==> src/rtl/output_buffer_bank.sv <==
// output_buffer_bank
//   Collects per-column results from the systolic array wrapper and assembles
//   them into full output rows. Two row slots form a ping-pong pair. Columns may
//   arrive staggered in wavefront order. Each completed row is serialised into
//   the selected feature-map SRAM channel bank, one word per cycle, at
//   incrementing addresses that continue across rows.
//
//   Optional build macro: OB_RELU_EN. When it is defined, negative words are
//   written as zero. When it is undefined, words pass through unchanged.
//
// Ports
//   clk_i, rst_sync_i   clock; synchronous active-high reset
//   start_i             begin a frame (IDLE only); samples cfg_* and output_ch_sel_i
//   abort_i             return to IDLE and empty both slots; error_o is kept
//   cfg_out_w_i         row width, 1..BANK_WIDTH
//   cfg_out_h_i         row count, >= 1
//   cfg_base_addr_i     first SRAM write address
//   output_ch_sel_i     target channel bank, < N_CH
//   push_i, data_in_i   per-column result valid / data
//   ob_ready_o          fill slot can accept pushes
//   sram_wr_en_o        one-hot SRAM write enable
//   sram_wr_addr_o      SRAM write address
//   sram_wr_data_o      SRAM write data
//   frame_done_o        one-cycle pulse after the last row has been written
//   error_o             sticky: overflow or illegal configuration
module output_buffer_bank #(
   parameter int BANK_WIDTH = 32,
   parameter int DATA_W     = 32,
   parameter int ADDR_W     = 16,
   parameter int N_CH       = 8
) (
   input  logic                         clk_i,
   input  logic                         rst_sync_i,
   input  logic                         start_i,
   input  logic                         abort_i,
   input  logic [31:0]                  cfg_out_w_i,
   input  logic [31:0]                  cfg_out_h_i,
   input  logic [ADDR_W-1:0]            cfg_base_addr_i,
   input  logic [2:0]                   output_ch_sel_i,
   input  logic [BANK_WIDTH-1:0]        push_i,
   input  logic [BANK_WIDTH*DATA_W-1:0] data_in_i,
   output logic                         ob_ready_o,
   output logic [N_CH-1:0]              sram_wr_en_o,
   output logic [ADDR_W-1:0]            sram_wr_addr_o,
   output logic [DATA_W-1:0]            sram_wr_data_o,
   output logic                         frame_done_o,
   output logic                         error_o
);

   localparam int COL_W = (BANK_WIDTH > 1) ? $clog2(BANK_WIDTH) : 1;

   typedef enum logic [1:0] {IDLE = 2'd0, COLLECT = 2'd1, DRAIN = 2'd2, DONE = 2'd3} state_t;

   state_t                   state_q, state_d;
   logic [31:0]              w_q, w_d, h_q, h_d, rows_q, rows_d;
   logic [2:0]               ch_q, ch_d;
   logic [ADDR_W-1:0]        addr_q, addr_d, wr_addr_q, wr_addr_d;
   logic [N_CH-1:0]          wr_en_q, wr_en_d;
   logic signed [DATA_W-1:0] wr_data_q, wr_data_d;
   logic                     fill_sel_q, fill_sel_d, drain_sel_q, drain_sel_d;
   logic [1:0]               full_q, full_d;
   logic [BANK_WIDTH-1:0]    valid_q [2];
   logic [BANK_WIDTH-1:0]    valid_d [2];
   logic signed [DATA_W-1:0] slot_q [2][BANK_WIDTH];
   logic signed [DATA_W-1:0] slot_d [2][BANK_WIDTH];
   logic [COL_W-1:0]         col_q, col_d, issue_col;
   logic                     err_q, err_d;

   logic [BANK_WIDTH-1:0]    col_mask;
   logic                     cfg_legal, collecting, ready, row_last, frame_end;
   logic                     issue_first, issue_next, issue_sel;

   function automatic logic signed [DATA_W-1:0] relu(input logic signed [DATA_W-1:0] x);
`ifdef OB_RELU_EN
      relu = x[DATA_W-1] ? '0 : x;
`else
      relu = x;
`endif
   endfunction

   always_comb begin
      col_mask = '0;
      for (int i = 0; i < BANK_WIDTH; i++) col_mask[i] = (32'(i) < w_q);
   end

   assign cfg_legal  = (cfg_out_w_i != 32'd0) && (cfg_out_w_i <= 32'(BANK_WIDTH)) &&
                       (cfg_out_h_i != 32'd0) && ({29'd0, output_ch_sel_i} < 32'(N_CH));
   assign collecting = (state_q == COLLECT) || (state_q == DRAIN);
   assign ready      = collecting && !full_q[fill_sel_q];

   // col_q is the column whose write is currently on the outputs.
   assign row_last    = (state_q == DRAIN) && (32'(col_q) == w_q - 32'd1);
   assign frame_end   = row_last && (rows_q + 32'd1 >= h_q);
   // A new row starts either from COLLECT or straight after the previous row,
   // so two full slots drain back-to-back without a bubble.
   assign issue_first = ((state_q == COLLECT) && full_q[drain_sel_q]) ||
                        (row_last && !frame_end && full_q[!drain_sel_q]);
   assign issue_next  = (state_q == DRAIN) && !row_last;
   assign issue_sel   = row_last ? !drain_sel_q : drain_sel_q;
   assign issue_col   = issue_first ? '0 : col_q + COL_W'(1);

   // State register
   always_ff @(posedge clk_i) begin
      if (rst_sync_i) state_q <= IDLE;
      else            state_q <= state_d;
   end

   // Next-state logic
   always_comb begin
      state_d = state_q;
      if (abort_i) begin
         state_d = IDLE;
      end else begin
         case (state_q)
            IDLE:    if (start_i && cfg_legal) state_d = COLLECT;
            COLLECT: if (full_q[drain_sel_q]) state_d = DRAIN;
            DRAIN:   if (row_last) state_d = frame_end ? DONE :
                                             (full_q[!drain_sel_q] ? DRAIN : COLLECT);
            DONE:    state_d = IDLE;
            default: state_d = IDLE;
         endcase
      end
   end

   // Capture, drain and output register next values
   always_comb begin
      w_d         = w_q;
      h_d         = h_q;
      ch_d        = ch_q;
      rows_d      = rows_q;
      addr_d      = addr_q;
      fill_sel_d  = fill_sel_q;
      drain_sel_d = drain_sel_q;
      full_d      = full_q;
      valid_d     = valid_q;
      slot_d      = slot_q;
      col_d       = col_q;
      err_d       = err_q;
      wr_en_d     = '0;
      wr_addr_d   = '0;
      wr_data_d   = '0;

      if ((state_q == IDLE) && start_i) begin
         if (cfg_legal) begin
            w_d    = cfg_out_w_i;
            h_d    = cfg_out_h_i;
            ch_d   = output_ch_sel_i;
            addr_d = cfg_base_addr_i;
            rows_d = '0;
         end else begin
            err_d = 1'b1;
         end
      end

      // Columns at or beyond the row width are ignored. Overflowing pushes are dropped.
      if (collecting) begin
         for (int i = 0; i < BANK_WIDTH; i++) begin
            if (push_i[i] && col_mask[i]) begin
               if (!ready || valid_q[fill_sel_q][i]) begin
                  err_d = 1'b1;
               end else begin
                  valid_d[fill_sel_q][i] = 1'b1;
                  slot_d[fill_sel_q][i]  = data_in_i[i*DATA_W +: DATA_W];
               end
            end
         end
         if (ready && ((valid_d[fill_sel_q] & col_mask) == col_mask)) begin
            full_d[fill_sel_q] = 1'b1;
            fill_sel_d         = !fill_sel_q;
         end
      end else if (push_i != '0) begin
         err_d = 1'b1;
      end

      if (issue_first || issue_next) begin
         wr_en_d[ch_q] = 1'b1;
         wr_addr_d     = addr_q;
         addr_d        = addr_q + ADDR_W'(1);
         wr_data_d     = relu(slot_q[issue_sel][issue_col]);
         col_d         = issue_col;
      end

      if (row_last) begin
         valid_d[drain_sel_q] = '0;
         full_d[drain_sel_q]  = 1'b0;
         drain_sel_d          = !drain_sel_q;
         rows_d               = rows_q + 32'd1;
      end

      if (abort_i) begin
         valid_d     = '{default: '0};
         full_d      = '0;
         fill_sel_d  = 1'b0;
         drain_sel_d = 1'b0;
         rows_d      = '0;
         addr_d      = '0;
         col_d       = '0;
         wr_en_d     = '0;
         wr_addr_d   = '0;
         wr_data_d   = '0;
         err_d       = err_q;
      end
   end

   // Control and output registers
   always_ff @(posedge clk_i) begin
      if (rst_sync_i) begin
         w_q         <= '0;
         h_q         <= '0;
         ch_q        <= '0;
         rows_q      <= '0;
         addr_q      <= '0;
         fill_sel_q  <= 1'b0;
         drain_sel_q <= 1'b0;
         full_q      <= '0;
         valid_q     <= '{default: '0};
         col_q       <= '0;
         err_q       <= 1'b0;
         wr_en_q     <= '0;
         wr_addr_q   <= '0;
         wr_data_q   <= '0;
      end else begin
         w_q         <= w_d;
         h_q         <= h_d;
         ch_q        <= ch_d;
         rows_q      <= rows_d;
         addr_q      <= addr_d;
         fill_sel_q  <= fill_sel_d;
         drain_sel_q <= drain_sel_d;
         full_q      <= full_d;
         valid_q     <= valid_d;
         col_q       <= col_d;
         err_q       <= err_d;
         wr_en_q     <= wr_en_d;
         wr_addr_q   <= wr_addr_d;
         wr_data_q   <= wr_data_d;
      end
   end

   // Slot storage; contents are qualified by valid_q so they need no reset.
   always_ff @(posedge clk_i) begin
      slot_q <= slot_d;
   end

   assign ob_ready_o     = ready;
   assign sram_wr_en_o   = wr_en_q;
   assign sram_wr_addr_o = wr_addr_q;
   assign sram_wr_data_o = wr_data_q;
   assign frame_done_o   = (state_q == DONE);
   assign error_o        = err_q;

endmodule

==> config.mk <==
export PLATFORM = sky130hd
export DESIGN_NAME = output_buffer_bank
export DESIGN_NICKNAME = d
export VERILOG_FILES = /design/src/rtl/output_buffer_bank.sv
export SDC_FILE = /design/constraint.sdc
export NUM_CORES = 2
export LEC_CHECK = 0
export CORE_MARGIN = 3
export CORE_UTILIZATION = 25
export CTS_BUF_LIST = sky130_fd_sc_hd__clkbuf_8
export CTS_CLUSTER_DIAMETER = 40
export DETAILED_ROUTE_END_ITERATION = 8
export GPL_ROUTABILITY_DRIVEN = 0
export SETUP_SLACK_MARGIN = 0.4
export SYNTH_ARGS = -nofsm -noshare
export SYNTH_HDL_FRONTEND = slang
export SYNTH_SLANG_ARGS = --single-unit
==> constraint.sdc <==
create_clock -name clk_i -period 18.9 [get_ports clk_i]
set_input_delay 2.835 -clock clk_i [delete_from_list [all_inputs] [get_ports clk_i]]
set_output_delay 2.835 -clock clk_i [all_outputs]
set_load 0.05 [all_outputs]
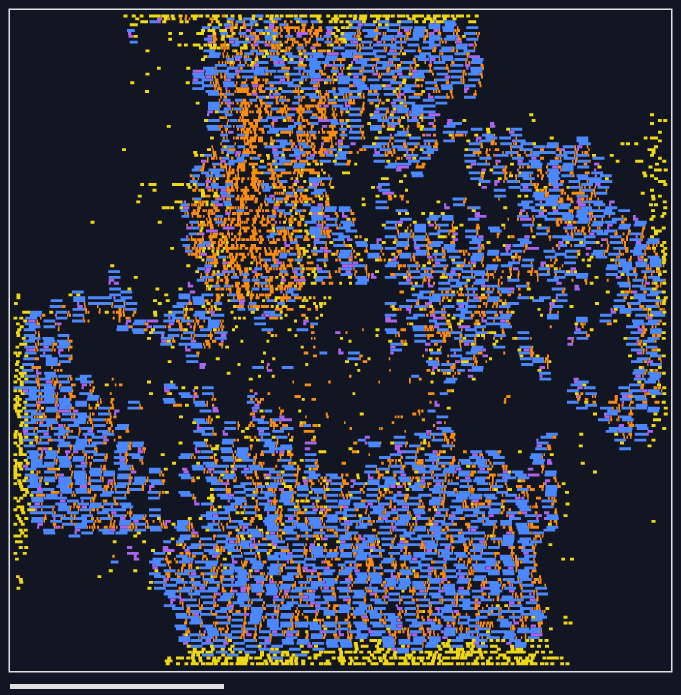
(images/class_map.png)
The bar under the picture is 200 microns long.
[remaining logic cells] orange | cells: 4,932
[registers] blue | cells: 2,295
[clock drivers and dummy loads] purple | cells: 771
[remaining buffers and delay cells] yellow | cells: 1,437

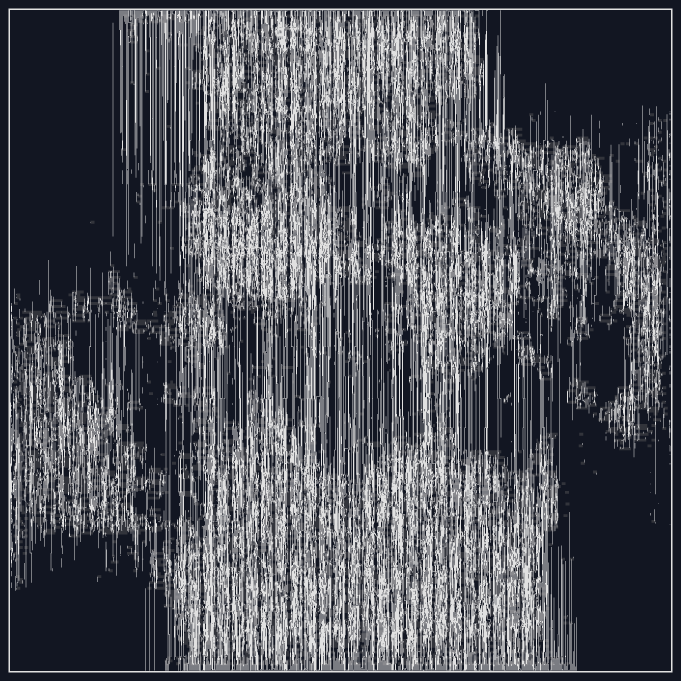
(images/m2.png)
Cells faint in the background.
main direction: vertical
share of all routed wire: 45%

==> out/qor.csv <==
metric;value;unit
status;completed;
antenna viol nets, final;0;
total grt overflow;0;
cts repair resizes;0;
Max Cap Violations;0;
P_clk;4.83;mW
Crit. End Element;flop;
top-count cell post-synth;nand2_1;
Final period util;0.451;
max FFs per register;2048;
slew margin rel.;0.0663;
pre-CTS setup slack;10.26;ns
Total Power;10.7;mW
Sink Count;2295;
Yosys Instances;7709;
Max power group;registers;
cell area after layout;121000;sq um
GR met1 Demand/Resource;0.321;
met3 routed WL;59000;microns
H-tree level count;5;
Setup Fix Bufs, Post-CTS;0;
total track usage;0.267;
Commonest Layout Cell;nand2_1;
share of cells above drive strength 1;0.106;
Log Warnings;53;
Seq pwr share;0.515;
Mapped Area;93900;sq um
yosys simple share;0.181;
Max Slew Vio Count;0;
Lkg Pwr;41.9;nW
Top non-seq family;simple AND/OR/NAND/NOR gates;
syn_area_per_cell;12.2;sq um
Pre-Repair DR Iteration Count;8;
f_max;117;MHz
routed wl met2;241000;microns
area of the core;373000;sq um
WL per Instance;36.6;microns
GRT busiest layer;met2;
Critical Path AT;9.47;ns
Hold Crit Depth;1;
highest routing layer actually used;met5;
Setup TNS;0;ns
Net Switching;2.44;mW
Crit Path Category;reg2reg;
CP Launch Type;flop;
top cells, area;edfxtp_1 (65%), nand2_1 (8.3%), dfxtp_1 (5.3%), nand3_1 (5.0%), a21oi_1 (1.6%);
hold slack;0.457;ns
Switching Fraction;0.228;
Post-DP Area;112000;sq um
XOR/XNOR Fraction of Synth Area;0.00503;
Hold Startpoint;w_q[27];
Die H;619;microns
DRC viols;0;
die area;383000;sq um
crit path capture;sram_wr_data_o[11];
drt via density;5.20;
Reg clk slew, reported paths;0.06;ns
worst slew pin tran;1.39;ns
nets;10300;
comb pwr;0.367;mW
largest registers;slot_q x2048, valid_q x64;
r2r setup slk;10.38;ns
CTS tree;yes;
Inserted Clock Buffers;423;
ys flop type;edfxtp_1;
Final Hold Vio Count;0;
largest net degree at the start of global routing;168;
DP HPWL;394000;microns
RSZ-0062 raised after global routing;false;
M1 WL;194000;microns
Async SR Flop Fraction;0;
Clock Latency Late Sink;1.16;ns
DR vias;75700;
Registers, synthesis;2295;
worst reg2reg endpoint;sram_wr_data_o[11];
Port Buf Inserts;1201;
Clock power frac;0.451;
First DRT Iteration DRCs;12000;
Ys Warns;0;
area leader, netlist;edfxtp_1;
initial antenna violation count;348;
met3 GRT Util;0.0787;
distinct lib cells;87;
Bufs on Longest Clock Path;4;
Worst Skew;0.123;ns
Setup-failing EPs final;0;
root buffer cell;clkbuf_8;
# rows;224;
Worst Hold End;w_q[27];
YS chip area;93900;sq um
fa+ha+maj area frac;0.00573;
Cell Int Power;8.26;mW
Comb pwr share;0.034;
minimum clock period;8.52;ns
CP required;19.85;ns
top cell type's share of synthesized area;0.655;
seq pwr;5.51;mW
final setup margin;10.38;ns
CTS Hold Bufs;0;
Chip Width;619;microns
register bank with the most flops;slot_q;
Routed WL;534000;microns
Finished Layout Cells;14600;
area grow syn2layout;29.1;%
Ports;1202;
met2 Usage GRT;0.415;
synthesized net count;8895;
PwrDens;88.3;nW/um^2
Max FO, Critical Path;60;
hold crit path type;reg2reg;
Worst Setup SP;w_q[1];
cells on worst reg2reg path;19;
number of enable flip-flop cells;2048;
Worst VDD drop;0.0594;mV
synth cell count leaders;nand2_1 (2,072), edfxtp_1 (2,048), nand3_1 (944), a21oi_1 (299), dfxtp_1 (247);
FP Util;0.252;
Syn Inst Count;7709;
first-pass GRT wire length;673000;microns
Compound Share, Synth;0.0557;
placed cell count;13600;
Synth Seq Share;0.707;
Layout Utilization;0.325;
RR Startpoint;w_q[1];
mux share;0.0174;
vias in the first global route;69600;
Top Layout Cells;nand2_1 (2,066), edfxtp_1 (2,048), clkdlybuf4s50_1 (1,201), nand3_1 (939), clkbuf_8 (438);
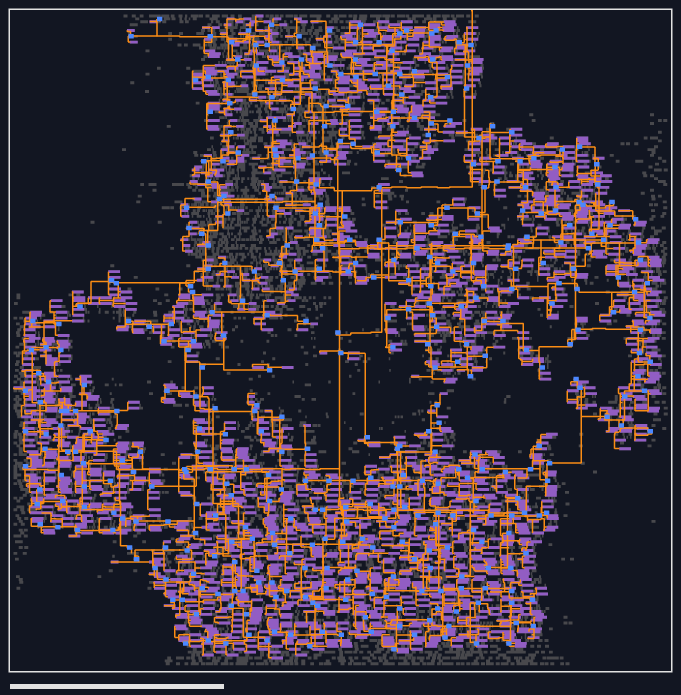
(images/clock_wires.png)
The bar under the picture is 200 microns long.
[clock-net drivers] blue | count: 423
[clock wires] orange | length: 31.9 mm
[flip-flops] purple | count: 2,295
flops lie: widely spread

## final cells by class
class | count | area [sq um]
fill | 37400 | 252000
sequential | 2295 | 66400
multi-input combinational | 4874 | 25600
timing repair buffer | 1437 | 13900
tap | 4972 | 6220
clock buffer | 438 | 6030
clock inverter | 333 | 2410
antenna | 159 | 398
inverter | 58 | 218
## critical path, stage by stage (launching register included)
cell       delay (ns)
dfxtp_1          0.56
inv_1            0.12
ha_1             0.35
nor2b_1          0.20
o211a_1          0.21
a2111oi_0        0.62
nand4_1          0.28
or4b_4           0.80
xnor2_4          0.70
buf_4            0.56
buf_4            0.72
buf_4            0.66
buf_4            0.66
nand2_1          0.12
nand3_1          0.12
a21oi_1          0.13
nor4_2           0.74
buf_4            0.25
a21oi_1          0.12
a211oi_1         0.24
Power and IR drop assume default switching activity.
